[src/rtl/pipe_ctrl_pkg.sv]
// pipe_ctrl_pkg: constants shared by the pipeline control unit and the
// pipeline register modules. It holds the stall/flush bus widths, the bit index
// of each stage within those buses, and the control FSM state encoding.
package pipe_ctrl_pkg;

  localparam int STALL_BUS = 4;
  localparam int FLUSH_BUS = 3;

  // Bit positions in stall_o
  localparam int STALL_PC    = 0;
  localparam int STALL_IFID  = 1;
  localparam int STALL_IDEX  = 2;
  localparam int STALL_EXLSU = 3;

  // Bit positions in flush_o
  localparam int FLUSH_IFID  = 0;
  localparam int FLUSH_IDEX  = 1;
  localparam int FLUSH_EXLSU = 2;

  typedef enum logic {
    PIPE_ST_RUN    = 1'b0,
    PIPE_ST_MCWAIT = 1'b1
  } pipe_state_e;

endpackage

[src/rtl/pipe_ctrl_perf_cnt.sv]
// pipe_ctrl_perf_cnt: 32-bit saturating event counter.
// Ports:
//   clk    - clock
//   clr_i  - synchronous clear (highest priority)
//   inc_i  - count one event this cycle
//   cnt_o  - current count, holds at 32'hffffffff once reached
module pipe_ctrl_perf_cnt (
  input  logic        clk,
  input  logic        clr_i,
  input  logic        inc_i,
  output logic [31:0] cnt_o
);

  logic [31:0] cnt_q;
  logic [31:0] cnt_d;

  always_comb begin
    cnt_d = cnt_q;
    if (clr_i) begin
      cnt_d = '0;
    end else if (inc_i && (cnt_q != 32'hffff_ffff)) begin
      cnt_d = cnt_q + 32'd1;
    end
  end

  always_ff @(posedge clk) begin
    cnt_q <= cnt_d;
  end

  assign cnt_o = cnt_q;

endmodule

[src/rtl/pipe_ctrl.sv]
// pipe_ctrl: pipeline control unit for the in-order RISC-V core.
// It merges hazard/redirect requests from idu, exu and lsu into per-stage
// stall and flush controls plus a PC redirect. It also sequences multi-cycle
// exu operations through a RUN/MC_WAIT state machine that has a watchdog.
//
// Optional feature: define PIPE_CTRL_PERF_EN to build the two saturating
// performance counters. Without it, the perf ports are tied to zero.
//
// Ports:
//   clk, rst             - clock, synchronous active-high reset
//   id_load_use_i        - load-use hazard detected in id
//   ex_jump_i            - taken branch/jump in ex
//   ex_jump_addr_i       - redirect target
//   ex_mc_start_i        - multi-cycle op sitting in ex
//   ex_mc_done_i         - mdu result valid (level)
//   lsu_busy_i           - lsu access not complete
//   stall_o[3:0]         - hold pc, if/id, id/ex, ex/lsu
//   flush_o[2:0]         - bubble into if/id, id/ex, ex/lsu
//   pc_redirect_o        - load ex_jump_addr_i into the PC
//   pc_redirect_addr_o   - redirect target (pass-through)
//   mc_busy_o            - FSM is in MC_WAIT
//   mc_err_o             - sticky watchdog error
//   perf_stall_cnt_o     - cycles with stall_o[0]=1 outside reset
//   perf_flush_cnt_o     - accepted redirects
module pipe_ctrl
  import pipe_ctrl_pkg::*;
#(
  parameter int unsigned MC_MAX_CYCLES = 40
) (
  input  logic                 clk,
  input  logic                 rst,
  input  logic                 id_load_use_i,
  input  logic                 ex_jump_i,
  input  logic [31:0]          ex_jump_addr_i,
  input  logic                 ex_mc_start_i,
  input  logic                 ex_mc_done_i,
  input  logic                 lsu_busy_i,
  output logic [STALL_BUS-1:0] stall_o,
  output logic [FLUSH_BUS-1:0] flush_o,
  output logic                 pc_redirect_o,
  output logic [31:0]          pc_redirect_addr_o,
  output logic                 mc_busy_o,
  output logic                 mc_err_o,
  output logic [31:0]          perf_stall_cnt_o,
  output logic [31:0]          perf_flush_cnt_o
);

  // The counter value seen during the last allowed MC_WAIT cycle
  localparam logic [7:0] WD_LAST = 8'(MC_MAX_CYCLES - 1);

  pipe_state_e state_q, state_d;
  logic [7:0]  wd_q, wd_d;
  logic        mc_err_q, mc_err_d;

  logic in_wait;
  logic mc_pending;
  logic wd_hit;
  logic wait_done;
  logic wd_expire;
  logic leaving;

  logic [STALL_BUS-1:0] stall_d;
  logic [FLUSH_BUS-1:0] flush_d;
  logic                 redirect_d;

  always_comb begin
    state_d    = state_q;
    wd_d       = wd_q;
    mc_err_d   = mc_err_q;
    stall_d    = '0;
    flush_d    = '0;
    redirect_d = 1'b0;

    in_wait    = (state_q == PIPE_ST_MCWAIT);
    mc_pending = ex_mc_start_i & ~ex_mc_done_i;
    wd_hit     = (wd_q == WD_LAST);
    wait_done  = in_wait & ex_mc_done_i & ~lsu_busy_i;
    // The watchdog waits while lsu is busy, because lsu holds the whole
    // pipe and the drop bubble could not be issued. A done that arrives in
    // the limit cycle wins, so a finished op is never discarded.
    wd_expire  = in_wait & wd_hit & ~lsu_busy_i & ~ex_mc_done_i;
    leaving    = wait_done | wd_expire;

    // Next state
    if (in_wait) begin
      if (leaving) begin
        state_d = PIPE_ST_RUN;
      end else if (!wd_hit) begin
        wd_d = wd_q + 8'd1;
      end
    end else if (mc_pending && !lsu_busy_i && !ex_jump_i) begin
      state_d = PIPE_ST_MCWAIT;
      wd_d    = '0;
    end

    if (wd_expire) begin
      mc_err_d = 1'b1;
    end

    // Outputs, highest priority first
    if (rst || lsu_busy_i) begin
      stall_d[STALL_PC]    = 1'b1;
      stall_d[STALL_IFID]  = 1'b1;
      stall_d[STALL_IDEX]  = 1'b1;
      stall_d[STALL_EXLSU] = 1'b1;
    end else if ((in_wait && !leaving) || (!in_wait && mc_pending)) begin
      // Freeze the front of the pipe and feed bubbles into lsu while the
      // multi-cycle op occupies ex.
      stall_d[STALL_PC]    = 1'b1;
      stall_d[STALL_IFID]  = 1'b1;
      stall_d[STALL_IDEX]  = 1'b1;
      flush_d[FLUSH_EXLSU] = 1'b1;
    end else begin
      if (ex_jump_i) begin
        // The load-use consumer is younger than the jump and gets flushed.
        redirect_d          = 1'b1;
        flush_d[FLUSH_IFID] = 1'b1;
        flush_d[FLUSH_IDEX] = 1'b1;
      end else if (id_load_use_i) begin
        stall_d[STALL_PC]   = 1'b1;
        stall_d[STALL_IFID] = 1'b1;
        flush_d[FLUSH_IDEX] = 1'b1;
      end
      // The hung op moves out of ex this cycle, so it must not reach lsu.
      if (wd_expire) begin
        flush_d[FLUSH_EXLSU] = 1'b1;
      end
    end
  end

  always_ff @(posedge clk) begin
    if (rst) begin
      state_q  <= PIPE_ST_RUN;
      wd_q     <= '0;
      mc_err_q <= 1'b0;
    end else begin
      state_q  <= state_d;
      wd_q     <= wd_d;
      mc_err_q <= mc_err_d;
    end
  end

  assign stall_o            = stall_d;
  assign flush_o            = flush_d;
  assign pc_redirect_o      = redirect_d;
  assign pc_redirect_addr_o = ex_jump_addr_i;
  assign mc_busy_o          = in_wait;
  assign mc_err_o           = mc_err_q;

`ifdef PIPE_CTRL_PERF_EN
  // Index 0 counts stall cycles, index 1 counts redirects.
  logic [1:0]  perf_inc;
  logic [31:0] perf_cnt [2];

  assign perf_inc[0] = ~rst & stall_d[STALL_PC];
  assign perf_inc[1] = redirect_d;

  for (genvar gi = 0; gi < 2; gi++) begin : g_perf
    pipe_ctrl_perf_cnt u_cnt (
      .clk   (clk),
      .clr_i (rst),
      .inc_i (perf_inc[gi]),
      .cnt_o (perf_cnt[gi])
    );
  end

  assign perf_stall_cnt_o = perf_cnt[0];
  assign perf_flush_cnt_o = perf_cnt[1];
`else
  assign perf_stall_cnt_o = '0;
  assign perf_flush_cnt_o = '0;
`endif

endmodule
[config.mk]
export PLATFORM = sky130hd
export DESIGN_NAME = pipe_ctrl
export DESIGN_NICKNAME = d
export VERILOG_FILES = /design/src/rtl/pipe_ctrl_pkg.sv /design/src/rtl/pipe_ctrl_perf_cnt.sv /design/src/rtl/pipe_ctrl.sv
export SDC_FILE = /design/constraint.sdc
export NUM_CORES = 1
export LEC_CHECK = 0
export ABC_AREA = 1
export ABC_CLOCK_PERIOD_IN_PS = 1600
export CAP_MARGIN = 15
export CORE_MARGIN = 1
export CORE_UTILIZATION = 31
export CTS_BUF_LIST = sky130_fd_sc_hd__clkbuf_2
export CTS_CLUSTER_DIAMETER = 100
export DETAILED_ROUTE_END_ITERATION = 10
export PLACE_DENSITY = 0.84
export SLEW_MARGIN = 0
export SYNTH_ARGS = -nofsm -noshare
export SYNTH_HDL_FRONTEND = slang
export SYNTH_SLANG_ARGS = --single-unit
[constraint.sdc]
create_clock -name clk -period 1.6 [get_ports clk]
set_input_delay 0.32 -clock clk [delete_from_list [all_inputs] [get_ports clk]]
set_output_delay 0.32 -clock clk [all_outputs]
set_load 0.1 [all_outputs]
==> CHANGELOG.md, run 1 <==
### Changed

* N_taps at 52
* Maxcap violations at 0
* Synth area leaders: buf_4 (51%), dfxtp_1 (14%), nand2_1 (8.7%)
* Logic share of the area at 47.6%
* Failing checks: design-rule violations, negative setup slack
* Worst Path Arrival at 1.67 ns
* Ant diodes at 0
* Residual DRC at 16
* Yosys cell count at 222
* Critical Path Stages at 9
* Area fraction in mux cells at 0%
* Hold-fix buffers, CTS at 0
* Grt total ovfl at 0
* Xor/xnor share at 0%
* Main flop type: dfxtp_1
* Max Used Layer: met4
* Seq share, synth at 13.7%
* IO Pins at 145
* Flop area at 206 um^2
* Min Clock Period, post-route at 1.99 ns
* HP Class: register to register
* Status: finished with violations
* Layout Skew at 0.00646 ns
* Metal2 WL at 1.33 mm
* Nonclk buf count at 40
* CTS Buf Count at 3
* Hold Path Sink: mc_err_o
* Clk pin slew, worst setup/hold paths at 0.11 ns
* Post-route antenna net violation count at 0
* Largest net degree at the start of global routing at 12
* # rows at 24
* FF-to-FF End: wd_q[5]
* Crit start category: register
* Clk tree area frac at 1.30%
* MI comb area at 734 um^2
* Power density cells at 822 nW/um^2
* Combinational power at 0.000858 W
* Yosys warns at 0
* CP Capture Type: output port
* Flop share of the area at 13.4%
* EDFF count, synth at 0
* Data buffer area share at 28.7%
* Peak supply drop at 0.423 mV
* Fin nets at 269
* Fillers at 459
* Flops out of synthesis at 10
* Number of vias per cell at 3.96
* Reg2Reg Setup Slack at 0.18 ns
* Final setup viols at 7
* H-tree depth at 1
* Fin util at 34.7%
* CLK BUF at 4
* GPL Wtd Cong at 0.888
* Worst Reg2Reg Path Length in Cells at 10
* Sw Ratio at 69.1%
* Asr flop ratio synth at 0%
* First-pass GRT wire length at 3.80 mm
* Area delta synth->final at 5.74%
* Number of I/O port buffers at 16
* Tool warnings at 29
* CTS resizes at 11
* Final Max Slew Viols at 0
* RSZ-0062 raised after global routing: true
* Core area at 4440 um^2
* Max FO, Critical Path at 4
* Switch Pwr at 0.000877 W
* Clock group at 0.000160 W
* Distinct lib cells at 19
* Worst-Skew Late Latency at 0.26 ns
* Post-place setup slack at -0.392 ns
* Critical-path top delay cell: dfxtp_2
* Hold Vio Cnt, Final at 0
* Final WS setup at -0.388 ns
* DP HPWL at 2.08 mm
* Inverters at 19
* Share of cells above drive strength 1 at 27.6%
* Yosys Chip Area at 1460 um^2
* Seq pwr share at 19.8%
* Final Total Pwr at 0.00127 W
* Flops at 10
* Vias in the first global route at 838
* GRT met3 Usage at 1.99%
* R2R Path Start: wd_q[1]
* Dominant kind of cell: logic gates
* TNS Setup at -2.58 ns
* Count leader, synth: buf_4
* Aoi share at 3.77%
* Buf/Inv on CP at 2
* Seq power at 0.000252 W
* Critical path class: register to output port
run 1: registers in the layout, summed over array words and instances (netlist names):
signal,cells
wd_q,8
mc_busy_o,1
mc_err_o,1
run 1: cells in the final DEF, fill, tap and decap left out, drive strengths merged:
cell type	Yosys	final
dlygate4sd2	0	1
nor2	24	24
buf	100	34
nor3	1	1
a21oi	8	8
dfxtp	10	10
inv	19	18
nor3b	1	1
nand4	4	4
clkinvlp	0	1
ha	1	1
o21ai	3	3
nand2	37	37
nand3	12	12
conb	1	64
clkbuf	1	4
clkdlybuf4s50	0	5
run 1: through the flow:
step | cells | instance area (um^2)
floorplan | 285 | 1740
global placement | 272 | 1450
detailed placement | 272 | 1450
CTS | 278 | 1520
global route | 280 | 1540
finish | 280 | 1540
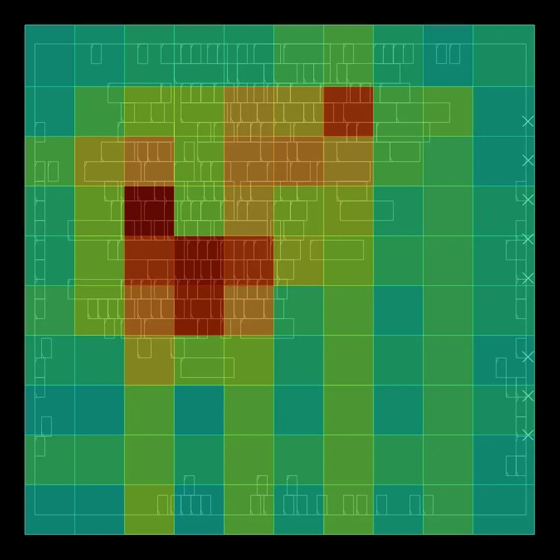
Figure 1: run 1, track usage over the die.
met1 Use GR: 10.9%
GRT Overall Usage: 9.40%
met2 Resource Use GR: 16.0%

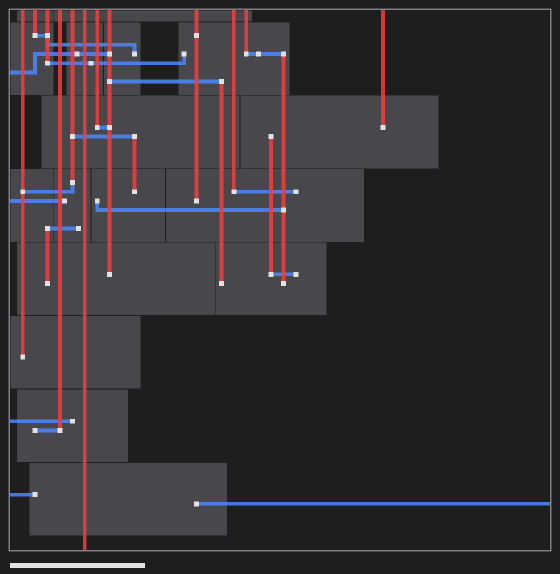
Figure 2: run 1, close-up of the layout.
The bar under the picture is 5 um long. Window x 43 to 63, y 43 to 63 um. Cells in grey, sequential cells in the stronger grey; small squares are vias.
colour	layer
blue	M1
red	M2
most frequent	buf_12 (6), inv_1 (2), nor2_4 (2)
sequential cells in the window	0
cells with their middle in the window	13

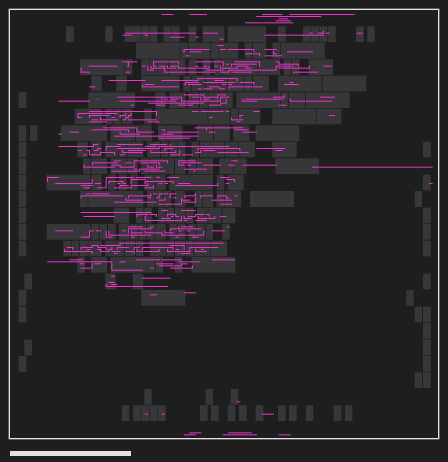
Figure 3: run 1, metal 1.
The bar under the picture is 20 um long. Cells faint in the background.
main direction	horizontal
wire length on this layer	986 um
vias: 1108
Routed WL: 2.64 mm

Figure 4. Routed metal, one colour a layer (run 1).
The bar under the picture is 20 um long. Two of the layers only.
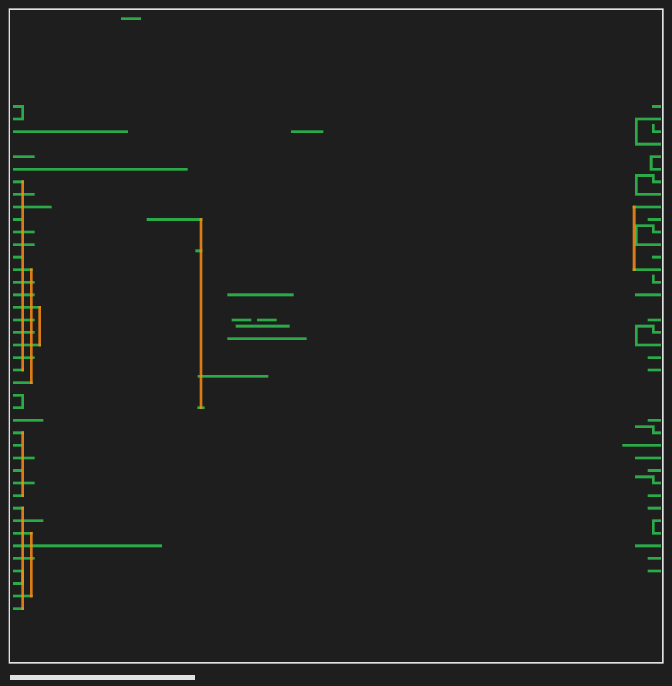

==> inputs of run 2 (changes only) <==
Settings changed: ABC_CLOCK_PERIOD_IN_PS 1600 to 2400, CORE_UTILIZATION 31 to 33, PLACE_DENSITY 0.84 to 0.95.
Clock period 1.6 ns to 2.4 ns, I/O delays scaled along.
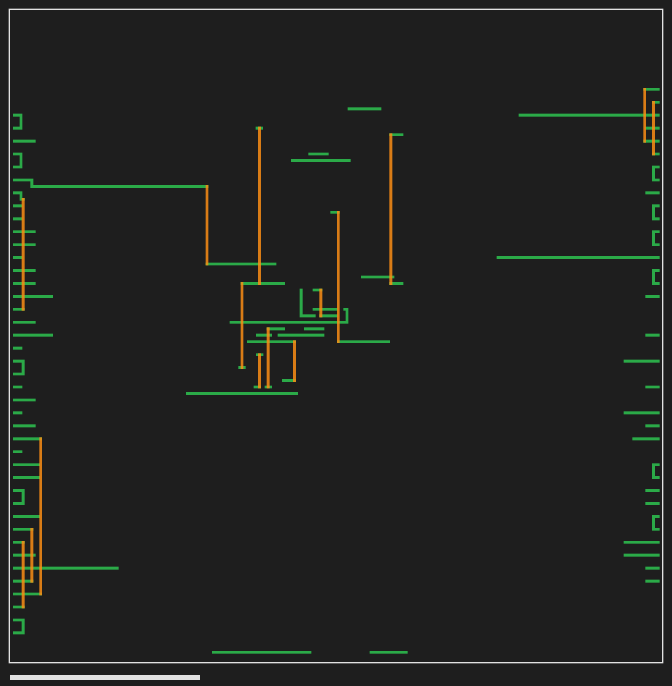
Figure 5: run 2, routed metal, one colour a layer.
The bar under the picture is 20 um long. Two of the layers only.
colour	layer	wire length
green	M3	275 um
orange	M4	130 um
GRT Overall Usage: 9.93%
drt wl/cell: 9.72 um

==> run 2 against run 1 <==
Compared with the run above:
- via count shrank 1.9%
- largest cell class unchanged
- die area decreased by 5.9%
- the run now ends clean
- first-iteration DRC count is 28% lower
- clock skew is 0.0040 ns lower
- synthesized cell count did not move
- combinational power fell by 34%
==> CHANGELOG.md, run 2 <==
### Changed

* Status: finished, final reports clean
* Max Buffers Root-to-Sink at 2
* Dominant cell area share at 50.9%
* Max reg flops at 8
* Post-route antenna net violation count at 0
* Max Used Layer: met4
* CTS resizes at 0
* Sw Ratio at 70.3%
* Placed inst area at 1280 um^2
* Most frequent cells in the layout: conb_1 (64), nand2_1 (33), nor2_1 (17)
* HP Class: register to register
* Seq power at 0.000168 W
* DP HPWL at 1.90 mm
* Ant diodes at 0
* # rows at 23
* Largest net degree at the start of global routing at 12
* Vias at 1087
* Peak supply drop at 0.185 mV
* Yosys warns at 0
* Flops out of synthesis at 10
* Design area at 1360 um^2
* Count leader, synth: buf_4
* Clock group at 0.000102 W
* EDFF count, synth at 0
* Synth area leaders: buf_4 (51%), dfxtp_1 (14%), nand2_1 (8.7%)
* Share of cells above drive strength 1 at 20.4%
* CTS root buf: clkbuf_2
* Area delta synth->final at -7.20%
* Min Clock Period, post-route at 2.35 ns
* GPL Wtd Cong at 0.898
* Clk pin slew, worst setup/hold paths at 0.11 ns
* Fin nets at 252
* Number of vias per cell at 4.16
* Distinct lib cells at 19
* Worst-Skew Late Latency at 0.27 ns
* Syn Inst Count at 222
* Final Total Pwr at 0.000835 W
* Routed WL at 2.54 mm
* Max FO, Critical Path at 4
* Worst Reg2Reg Path Length in Cells at 8
* Placed Cells incl. Taps at 252
* Switch Pwr at 0.000587 W
* Asr flop ratio synth at 0%
* Worst Path Arrival at 1.87 ns
* Number of I/O port buffers at 16
* Grt total ovfl at 0
* Metal2 WL at 1.25 mm
* Seq share, synth at 13.7%
* Power density cells at 616 nW/um^2
* H-tree depth at 1
* CTS sink count at 10
* Fin crit share at 97.9%
* CTS Buf Count at 3
* Mean area per synthesized cell at 6.58 um^2
* Vias in the first global route at 854
* Worst Setup EP: stall_o[0]
* Hold-fix buffers, CTS at 0
* Clock power share at 12.2%
* Tool warnings at 27
* Gate power share at 67.6%
* CP Capture Type: output port
* Largest Register: wd_q
* Final WS setup at 0.0515 ns
* Top cells by count, synth: buf_4 (99), nand2_1 (34), nor2_1 (20)
* Chip footprint at 4690 um^2
* TNS Setup at 0 ns
* Seq pwr share at 20.2%
* Non-Filler Instances at 261
* Final Max Slew Viols at 0
* Reg2Reg Setup Slack at 0.96 ns
* Yosys Chip Area at 1460 um^2
* Hold Vio Cnt, Final at 0
* Maxcap violations at 0
* Layout Skew at 0.00242 ns
* First-pass GRT wire length at 3.53 mm
* Combinational power at 0.000564 W
* Residual DRC at 0
* Main flop type: dfxtp_1
* Die Wd at 68.5 um
* Max Clock Freq at 426 MHz
* Crit start category: primary input
* Worst hold path depth at 2
* Final setup viols at 0
* Hold Path Sink: mc_err_o
* Critical path class: primary input to output port
* Met1 WL at 878 um
* FF-to-FF End: wd_q[3]
* R2R Path Start: wd_q[0]
* Yosys cell count at 222
* Core area at 4120 um^2
* IO Pins at 145
* Post-place setup slack at 0.0874 ns
* LEAKAGE at 0.671 nW
* Most numerous logic cell after layout: conb_1
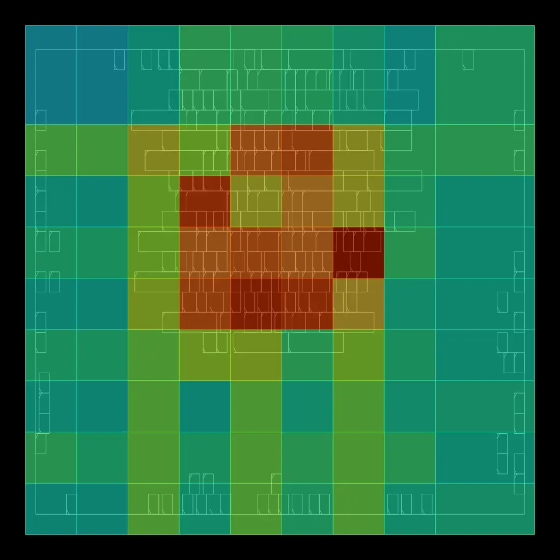
Figure 6: run 2, track usage over the die.
met1 Use GR: 11.4%
GRT met3 Usage: 3.29%
fin util: 32.9%
met2 Resource Use GR: 15.4%

==> run 2: worst max-delay path, stage by stage <==
cell,delay [ns]
clkdlybuf4s50_1,0.48
inv_1,0.11
nand4_1,0.13
nand2_2,0.15
nand4_1,0.25
buf_12,0.26
==> run 2: area by class of cell <==
| cell class | count | area [um^2] |
|---|---|---|
| Multi-Input combinational cell | 155 | 706 |
| Clock inverter | 1 | 3.75 |
| Sequential cell | 10 | 206 |
| Tap cell | 50 | 62.6 |
| Timing Repair Buffer | 23 | 290 |
| Inverter | 19 | 71.3 |
| Fill cell | 431 | 2760 |
| Clock buffer | 3 | 15.0 |
==> run 2: cells by family after synthesis <==
logic type      share of synthesized area [%]
other cells                             0.257
fa+ha+maj                               0.857
compound gates                           3.77
buf+inv                                  56.8
simple gates                             24.6
flops                                    13.7
Figure 7. Metal 1 (run 2).
The bar under the picture is 20 um long. Cells faint in the background.
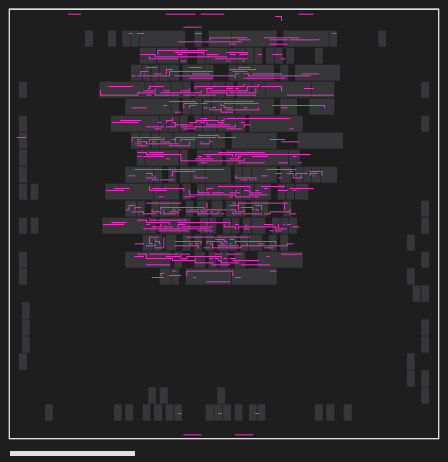

==> inputs of run 3 (changes only) <==
==> constraint.sdc (replaced) <==
create_clock -name clk -period 2.4 [get_ports clk]
set_input_delay 0.24 -clock clk [delete_from_list [all_inputs] [get_ports clk]]
set_output_delay 0.24 -clock clk [all_outputs]
set_load 0.1 [all_outputs]
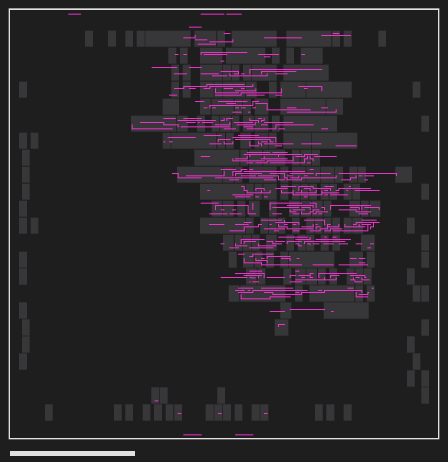
Figure 8: run 3, metal 1.
The bar under the picture is 20 um long. Cells faint in the background.
wire length on this layer	845 um
longest straight run	11.5 um

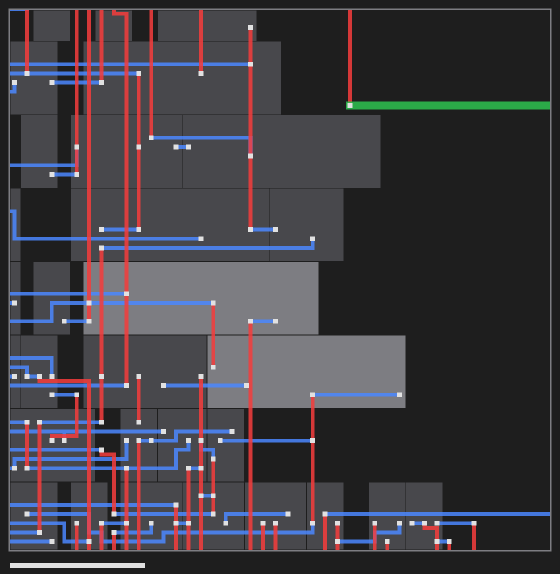
Figure 9: run 3, close-up of the layout.
The bar under the picture is 5 um long. Window x 41 to 61, y 41 to 61 um. Cells in grey, sequential cells in the stronger grey; small squares are vias.
colour	layer
red	M2
blue	M1
green	M3
cells with their middle in the window	22
most frequent	nand2_1 (4), buf_12 (3)
netlist names of flops here include	mc_busy_o (1), wd_q (1)
sequential cells in the window	2

==> run 3 against run 2 <==
Compared with the run above:
- first-iteration DRC count up 2.0%
- sequential cell count is the same
- clock power shrank 5%
- clock skew is 0.017 ns higher
- critical endpoint is now stall_o[1]
- count of clock-buffer cells in the layout did not move
- cell area down 4.7%
- largest cell class unchanged
==> CHANGELOG.md, run 3 <==
### Changed

* Status: finished, final reports clean
* Clk pin slew, worst setup/hold paths at 0.11 ns
* HP Class: register to register
* Core area at 4120 um^2
* Flop share of the area at 15.8%
* Seq pwr share at 20.4%
* Dominant kind of cell: logic gates
* Max reg flops at 8
* Final Total Pwr at 0.000823 W
* Count leader, synth: buf_4
* Mean area per synthesized cell at 6.58 um^2
* Largest net degree at the start of global routing at 12
* Combinational power at 0.000558 W
* Power density cells at 637 nW/um^2
* Data buffer area share at 18.8%
* Final Max Slew Viols at 0
* Routed WL at 2.32 mm
* CP Capture Type: output port
* GRT Overall Usage at 10.1%
* Initial antenna violation count at 0
* Worst Reg2Reg Path Length in Cells at 8
* Fin util at 31.4%
* Layout Skew at 0.0197 ns
* Vias at 1004
* Asr flop ratio synth at 0%
* Buf/Inv on CP at 1
* Largest Register: wd_q
* Most frequent cells in the layout: conb_1 (64), nand2_1 (33), nor2_1 (18)
* RSZ-0062 raised after global routing: false
* Peak supply drop at 0.189 mV
* H-tree depth at 1
* Fillers at 448
* Number of I/O port buffers at 16
* Worst-Skew Late Latency at 0.26 ns
* CP top delay family: simple AND/OR/NAND/NOR gates
* Comb gates at 155
* Gate power share at 67.9%
* Design area at 1290 um^2
* N_taps at 50
* CLK BUF at 3
* Critical Path Stages at 7
* Yosys cell count at 222
* Nonclk buf count at 17
* CTS Buf Count at 3
* Die Wd at 68.5 um
* Clock group at 0.0000964 W
* Critical path class: register to output port
* Internal power at 0.000244 W
* Residual DRC at 0
* Crit start category: register
* Metal2 WL at 1.16 mm
* GPL Wtd Cong at 0.883
* Clk tree area frac at 1.45%
* Postcts setup bufs at 0
* Post-place setup slack at 0.572 ns
* Area delta synth->final at -11.6%
* Min Clock Period, post-route at 2.13 ns
* MI comb area at 692 um^2
* R2R Path Start: wd_q[0]
* Seq share, synth at 13.7%
* LEAKAGE at 0.637 nW
* Worst Path Arrival at 1.89 ns
* Vias in the first global route at 815
* Sw Ratio at 70.3%
* Max Buffers Root-to-Sink at 2
* Max FO, Critical Path at 5
* IO Pins at 145
* Worst Hold Launch: mc_err_o
* Distinct lib cells at 19
* Drt wl/cell at 9.09 um
* Hold-fix buffers, CTS at 0
* Top cells by count, synth: buf_4 (99), nand2_1 (34), nor2_1 (20)
* CTS tree: done
* Final WS setup at 0.267 ns
* EDFF count, synth at 0
* TNS Setup at 0 ns
* Main flop type: dfxtp_1
* Critical-path top delay cell: dfxtp_1
* CP peak stage delay at 0.38 ns
* Hold Path Sink: mc_err_o
* Placed inst area at 1270 um^2
* Maxcap violations at 0
* Worst hold path depth at 2
* Tool warnings at 27
* Seq power at 0.000168 W
* Non-Filler Instances at 255
* Worst Setup EP: stall_o[1]
* Synth area leaders: buf_4 (51%), dfxtp_1 (14%), nand2_1 (8.7%)
* Met3 wire length at 236 um
* Switch Pwr at 0.000578 W
* Syn Inst Count at 222
* Ant diodes at 0
* Clock power share at 11.7%
* Chip footprint at 4690 um^2
* First-pass GRT wire length at 3.51 mm
* Flop area at 204 um^2
* Flops at 10
* Number of vias per cell at 3.94
* Post-route antenna net violation count at 0
* Dominant cell area share at 50.9%
* Inverters at 19
* Met1 WL at 844 um
* Yosys Chip Area at 1460 um^2
* CTS root buf: clkbuf_2
* Fin nets at 246
* Cell taking the most area after synthesis: buf_4
* DP HPWL at 1.91 mm
* Yosys warns at 0
* Hold Vio Cnt, Final at 0
* Fin crit share at 88.9%
* Max Clock Freq at 469 MHz
* Final setup viols at 0
* Crit-path cells: ha_1 -> nand2_2 -> nor2_1 -> nand4_1 -> nand2_2 -> nand4_1 -> buf_12
* Share of cells above drive strength 1 at 15.1%
* FF-to-FF End: wd_q[6]
* Reg2Reg Setup Slack at 0.93 ns
* Grt total ovfl at 0
* CTS resizes at 0
* Placed Cells incl. Taps at 251
* Logic share of the area at 53.6%
* Flops out of synthesis at 10
* CTS sink count at 10
* FP Util at 35.5%
* Most numerous logic cell after layout: conb_1
* Max Used Layer: met4
* # rows at 23
[run 3: cells by family (layout without fill, tap and decap cells)]
group / after synthesis / after routing / share of synthesized area (%)
AOI/OAI and AO/OA: 11 / 11 / 3.77
adders and majority gates: 1 / 1 / 0.857
buffers and inverters: 120 / 40 / 56.8
DFF: 10 / 10 / 13.7
other: 1 / 64 / 0.257
and+or+nand+nor: 79 / 79 / 24.6
[run 3: layer usage]
| layer | track usage [%] | vias up |
|---|---|---|
| li1 | - | 483 |
| met1 | 10.8 | 449 |
| met2 | 15.6 | 56 |
| met3 | 4.11 | 16 |
| met4 | 8.07 | 0 |
| met5 | 0 | - |
Power is estimated from default activity; no workload was simulated.
